`config.mk`:
```
export PLATFORM = sky130hd
export DESIGN_NAME = pipe_hazard_ctrl
export DESIGN_NICKNAME = d
export VERILOG_FILES = /design/src/rtl/pipe_hazard_ctrl.sv
export SDC_FILE = /design/constraint.sdc
export NUM_CORES = 1
export LEC_CHECK = 0
export ABC_AREA = 1
export CAP_MARGIN = 30
export CORE_MARGIN = 5
export CORE_UTILIZATION = 52
export DETAILED_ROUTE_END_ITERATION = 6
export PLACE_DENSITY = 0.86
export SLEW_MARGIN = 20
export SYNTH_ARGS = -nofsm -noshare
export SYNTH_HDL_FRONTEND = slang
export SYNTH_SLANG_ARGS = --single-unit
```
`constraint.sdc`:
```
create_clock -name clk_i -period 3.8 [get_ports clk_i]
set_clock_uncertainty 0.1 [all_clocks]
set_input_delay 0.57 -clock clk_i [delete_from_list [all_inputs] [get_ports clk_i]]
set_output_delay 0.57 -clock clk_i [all_outputs]
set_load 0.1 [all_outputs]
```
`src/rtl/pipe_hazard_ctrl.sv`:
```
// Hazard sequencer for the 5-stage RV32 pipeline: load-use bubbles, EX redirects and
// a req/ack data-memory FSM with timeout, plus a saturating stall-cycle counter.
module pipe_hazard_ctrl #(
    parameter int TIMEOUT = 64,
    parameter int CNT_W   = 16
) (
    input  logic             clk_i,
    input  logic             rst_n_i,
    input  logic [4:0]       id_rs1_i,
    input  logic [4:0]       id_rs2_i,
    input  logic             id_use_rs1_i,
    input  logic             id_use_rs2_i,
    input  logic             ex_memtoreg_i,
    input  logic [4:0]       ex_rd_i,
    input  logic             ex_redirect_i,
    input  logic             mem_access_i,
    input  logic             dmem_ack_i,
    output logic             pc_we_o,
    output logic             pc_sel_o,
    output logic             ifid_we_o,
    output logic             ifid_flush_o,
    output logic             idex_we_o,
    output logic             idex_flush_o,
    output logic             exmem_we_o,
    output logic             memwb_we_o,
    output logic             dmem_req_o,
    output logic             err_o,
    output logic [CNT_W-1:0] stall_cnt_o
);

    localparam int                TW       = $clog2(TIMEOUT);
    localparam logic [TW-1:0]     TMR_LAST = TW'(TIMEOUT - 1);
    localparam logic [CNT_W-1:0]  CNT_MAX  = {CNT_W{1'b1}};

    typedef enum logic [1:0] {
        ST_IDLE = 2'd0,
        ST_BUSY = 2'd1,
        ST_DONE = 2'd2,
        ST_ERR  = 2'd3
    } state_e;

    state_e             state_q;
    logic [TW-1:0]      timer_q;
    logic               req_q;
    logic               err_q;
    logic [CNT_W-1:0]   cnt_q;
    logic [CNT_W-1:0]   cnt_d;

    logic               mstall_s;
    logic               lu_s;
    logic               pc_we_s;
    logic               pc_sel_s;
    logic               ifid_we_s;
    logic               ifid_flush_s;
    logic               idex_we_s;
    logic               idex_flush_s;
    logic               exmem_we_s;
    logic               memwb_we_s;

    // Memory-access FSM; ack is only honoured while a request is outstanding.
    always_ff @(posedge clk_i or negedge rst_n_i) begin
        if (!rst_n_i) begin
            state_q <= ST_IDLE;
            timer_q <= {TW{1'b0}};
            req_q   <= 1'b0;
            err_q   <= 1'b0;
        end else begin
            case (state_q)
                ST_IDLE: begin
                    if (mem_access_i) begin
                        state_q <= ST_BUSY;
                        req_q   <= 1'b1;
                        timer_q <= {TW{1'b0}};
                    end
                end
                ST_BUSY: begin
                    if (dmem_ack_i) begin
                        state_q <= ST_DONE;
                        req_q   <= 1'b0;
                    end else if (timer_q == TMR_LAST) begin
                        state_q <= ST_ERR;
                        req_q   <= 1'b0;
                        err_q   <= 1'b1;
                    end else begin
                        timer_q <= timer_q + TW'(1);
                    end
                end
                ST_DONE: begin
                    state_q <= ST_IDLE;
                end
                ST_ERR: begin
                    state_q <= ST_ERR;
                end
                default: begin
                    state_q <= ST_IDLE;
                    req_q   <= 1'b0;
                end
            endcase
        end
    end

    // Hazard detection terms.
    always_comb begin
        mstall_s = (mem_access_i && (state_q != ST_DONE)) || (state_q == ST_ERR);
        lu_s     = ex_memtoreg_i && (ex_rd_i != 5'd0) &&
                   ((id_use_rs1_i && (id_rs1_i == ex_rd_i)) ||
                    (id_use_rs2_i && (id_rs2_i == ex_rd_i)));
    end

    // Pipeline enables by priority: reset, memory stall, redirect, load-use, normal.
    always_comb begin
        pc_we_s      = 1'b1;
        pc_sel_s     = 1'b0;
        ifid_we_s    = 1'b1;
        ifid_flush_s = 1'b0;
        idex_we_s    = 1'b1;
        idex_flush_s = 1'b0;
        exmem_we_s   = 1'b1;
        memwb_we_s   = 1'b1;
        if (!rst_n_i) begin
            pc_we_s      = 1'b0;
            ifid_we_s    = 1'b0;
            ifid_flush_s = 1'b1;
            idex_we_s    = 1'b0;
            idex_flush_s = 1'b1;
            exmem_we_s   = 1'b0;
            memwb_we_s   = 1'b0;
        end else if (mstall_s) begin
            pc_we_s    = 1'b0;
            ifid_we_s  = 1'b0;
            idex_we_s  = 1'b0;
            exmem_we_s = 1'b0;
            memwb_we_s = 1'b0;
        end else if (ex_redirect_i) begin
            pc_sel_s     = 1'b1;
            ifid_flush_s = 1'b1;
            idex_flush_s = 1'b1;
        end else if (lu_s) begin
            pc_we_s      = 1'b0;
            ifid_we_s    = 1'b0;
            idex_flush_s = 1'b1;
        end else begin
            pc_sel_s = 1'b0;
        end
    end

    // Next stall count, saturating at all-ones.
    always_comb begin
        cnt_d = cnt_q;
        if (!pc_we_s && (cnt_q != CNT_MAX)) begin
            cnt_d = cnt_q + CNT_W'(1);
        end else begin
            cnt_d = cnt_q;
        end
    end

    // Stall counter register.
    always_ff @(posedge clk_i or negedge rst_n_i) begin
        if (!rst_n_i) begin
            cnt_q <= {CNT_W{1'b0}};
        end else begin
            cnt_q <= cnt_d;
        end
    end

    assign pc_we_o      = pc_we_s;
    assign pc_sel_o     = pc_sel_s;
    assign ifid_we_o    = ifid_we_s;
    assign ifid_flush_o = ifid_flush_s;
    assign idex_we_o    = idex_we_s;
    assign idex_flush_o = idex_flush_s;
    assign exmem_we_o   = exmem_we_s;
    assign memwb_we_o   = memwb_we_s;
    assign dmem_req_o   = req_q;
    assign err_o        = err_q;
    assign stall_cnt_o  = cnt_q;

endmodule

```
==> deck_impl_summary.md <==
Synthesis and Place & Route Summary

Setup path
  • WS Path Type: in2out
  • Startpoint Class: primary input
  • Worst setup EP type: output port
  • R2R depth: 9
  • Reg-to-reg startpoint: stall_cnt_o[0]
  • Crit path from: mem_access_i

Synth
  • Top cells by count: nand2_1 (88), inv_1 (34), nand3_1 (29), dfrtp_1 (26), nor2_1 (26)
  • Floorplan net count: between 200 and 300
  • Leading area contributor after synthesis: dfrtp_1
  • YS warnings: 0
  • Yosys Chip Area: roughly 1700 um2
  • Synth Flop Type: dfrtp_1
  • Post-Syn Area: ~1700 um2
  • Ys async rst share: 100%
  • Area leader share: 37.2%

Clock network
  • Clock buffer count from CTS: 3
  • Sink Count: 26
  • Cts-stage hold buffer count: 0
  • CTS max path bufs: 2
  • Cts repair resizes: 0

Route
  • Initial DRC Count: 111
  • DR top layer: met4
  • Wl on met1: ~1.8 mm
  • Post-route DRC: 0

Worst hold path
  • Hold Path Depth: 2

Outcome
  • Status: finished clean

Finish
  • Diode count: 0

Die
  • Total core area: ~3300 um2
  • FP Rows: 21

Final timing
  • Final Hold Vio Count: 0
  • Rel. slew slack: 34.9%
  • Setup TNS: 0 ns

GRT
  • Vias in the first global route: 1596
  • Top Usage Layer GRT: met2

Power
  • PwrDens: 206 nW/um2
## stage by stage
step	power (mW)	hold WS, ns	instances	cell area (um2)
after detailed placement	0.345	0.359	344	2320
final	0.486	0.386	348	2360
after global placement	0.344	0.357	344	2320
after global routing	0.504	0.433	348	2360
after CTS	0.488	0.393	348	2360
after floorplan	0.307	0.174	255	1750
## critical path, stage by stage
cell	delay [ns]
clkdlybuf4s50_1	0.50
inv_1	0.04
o21ai_0	0.40
nor2_4	0.13
nand2_2	0.33
inv_1	0.18
buf_12	0.20
## power breakdown
part / internal [mW] / switching (mW)
clock: 0.0586 / 0.0881
sequential: 0.277 / 0
combinational: 0.0303 / 0.0324
total: 0.366 / 0.121
## registers in the layout (all words and copies together) (netlist names)
signal / flops
dmem_req_o: 1
timer_q: 6
err_o: 1
state_q: 2
stall_cnt_o: 16
## layout by cell type (no fill, tap or decap), drive strengths merged, types with 4 or more instances in the layout
| master | netlist | routed |
|---|---|---|
| a21oi | 4 | 4 |
| buf | 6 | 9 |
| clkbuf | 0 | 4 |
| clkdlybuf4s50 | 0 | 40 |
| dfrtp | 26 | 26 |
| inv | 35 | 35 |
| nand2 | 91 | 91 |
| nand3 | 30 | 30 |
| nor2 | 28 | 28 |
| nor3 | 4 | 4 |
| o21ai | 6 | 6 |
| xnor2 | 6 | 6 |
| xor2 | 9 | 9 |
## logic make-up after synthesis
| kind of cell | synth area share, % |
|---|---|
| simple gates | 39.0 |
| buf+inv | 10.0 |
| flops | 37.2 |
| xor+xnor | 7.52 |
| compound gates | 4.73 |
| fa+ha+maj | 1.43 |
## layout make-up
type / instances / area, um2
multi-input combinational: 188 / 928
fill: 258 / 925
sequential: 26 / 651
timing repair buffer: 49 / 556
inverter: 35 / 131
tap: 46 / 57.6
clock buffer: 4 / 36.3
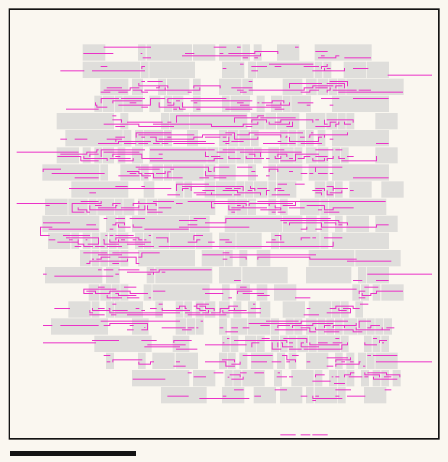
layer_met1.png
Scale bar: 20 um.
share of all routed wire: 44%
main direction: horizontal
wire length on this layer: 1780 um
longest straight run: 27.6 um
Total Wirelength: 4.05 mm
met1 Use GR: 22.3%
vias: 1743

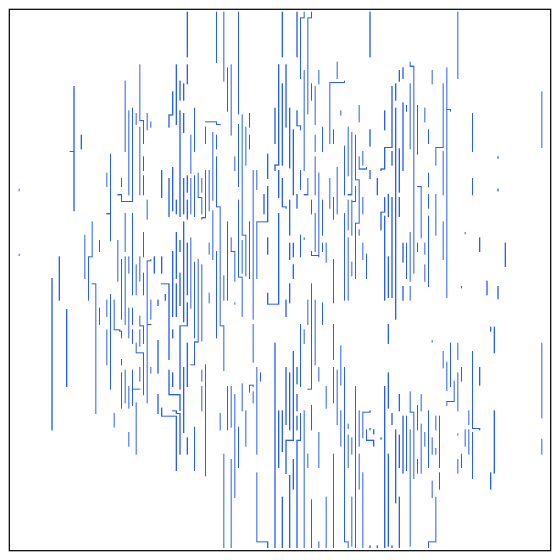
layer_met2.png
wire length on this layer: 2040 um
share of all routed wire: 50%
met2 usage: 34.3%

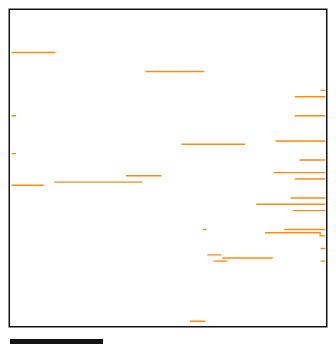
layer_met3.png
Scale bar: 20 um.
longest straight run: 18.6 um
main direction: horizontal
share of all routed wire: 4.6%
wire length on this layer: 186 um
GRT met3 Usage: 3.12%

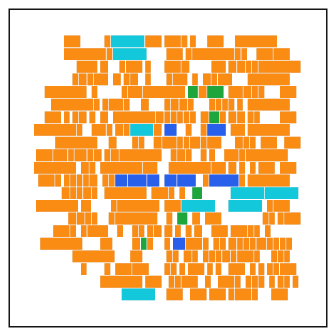
sizes.png
legend:
  _0 and _1 cells:
    color: orange
    cells: 279
    share: 92%
  _6 and larger:
    color: cyan
    cells: 8
    share: 2.6%
  _2 cells:
    color: green
    cells: 6
    share: 2.0%
  _3 and _4 cells:
    color: blue
    cells: 9
    share: 3.0%
layout overhead on the synthesized area: 35.1%
final instance area: 2360 um2
Worst Setup Slack, final: 0.770 ns
Non-clk bufs: 49

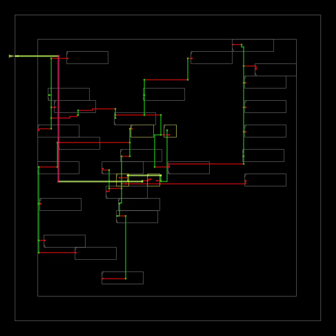
clocks.png
worst-skew pair later-pin latency: 0.33 ns
clk_buf instances: 4

Power figures rest on the tool's default switching activity, not on a simulated workload.
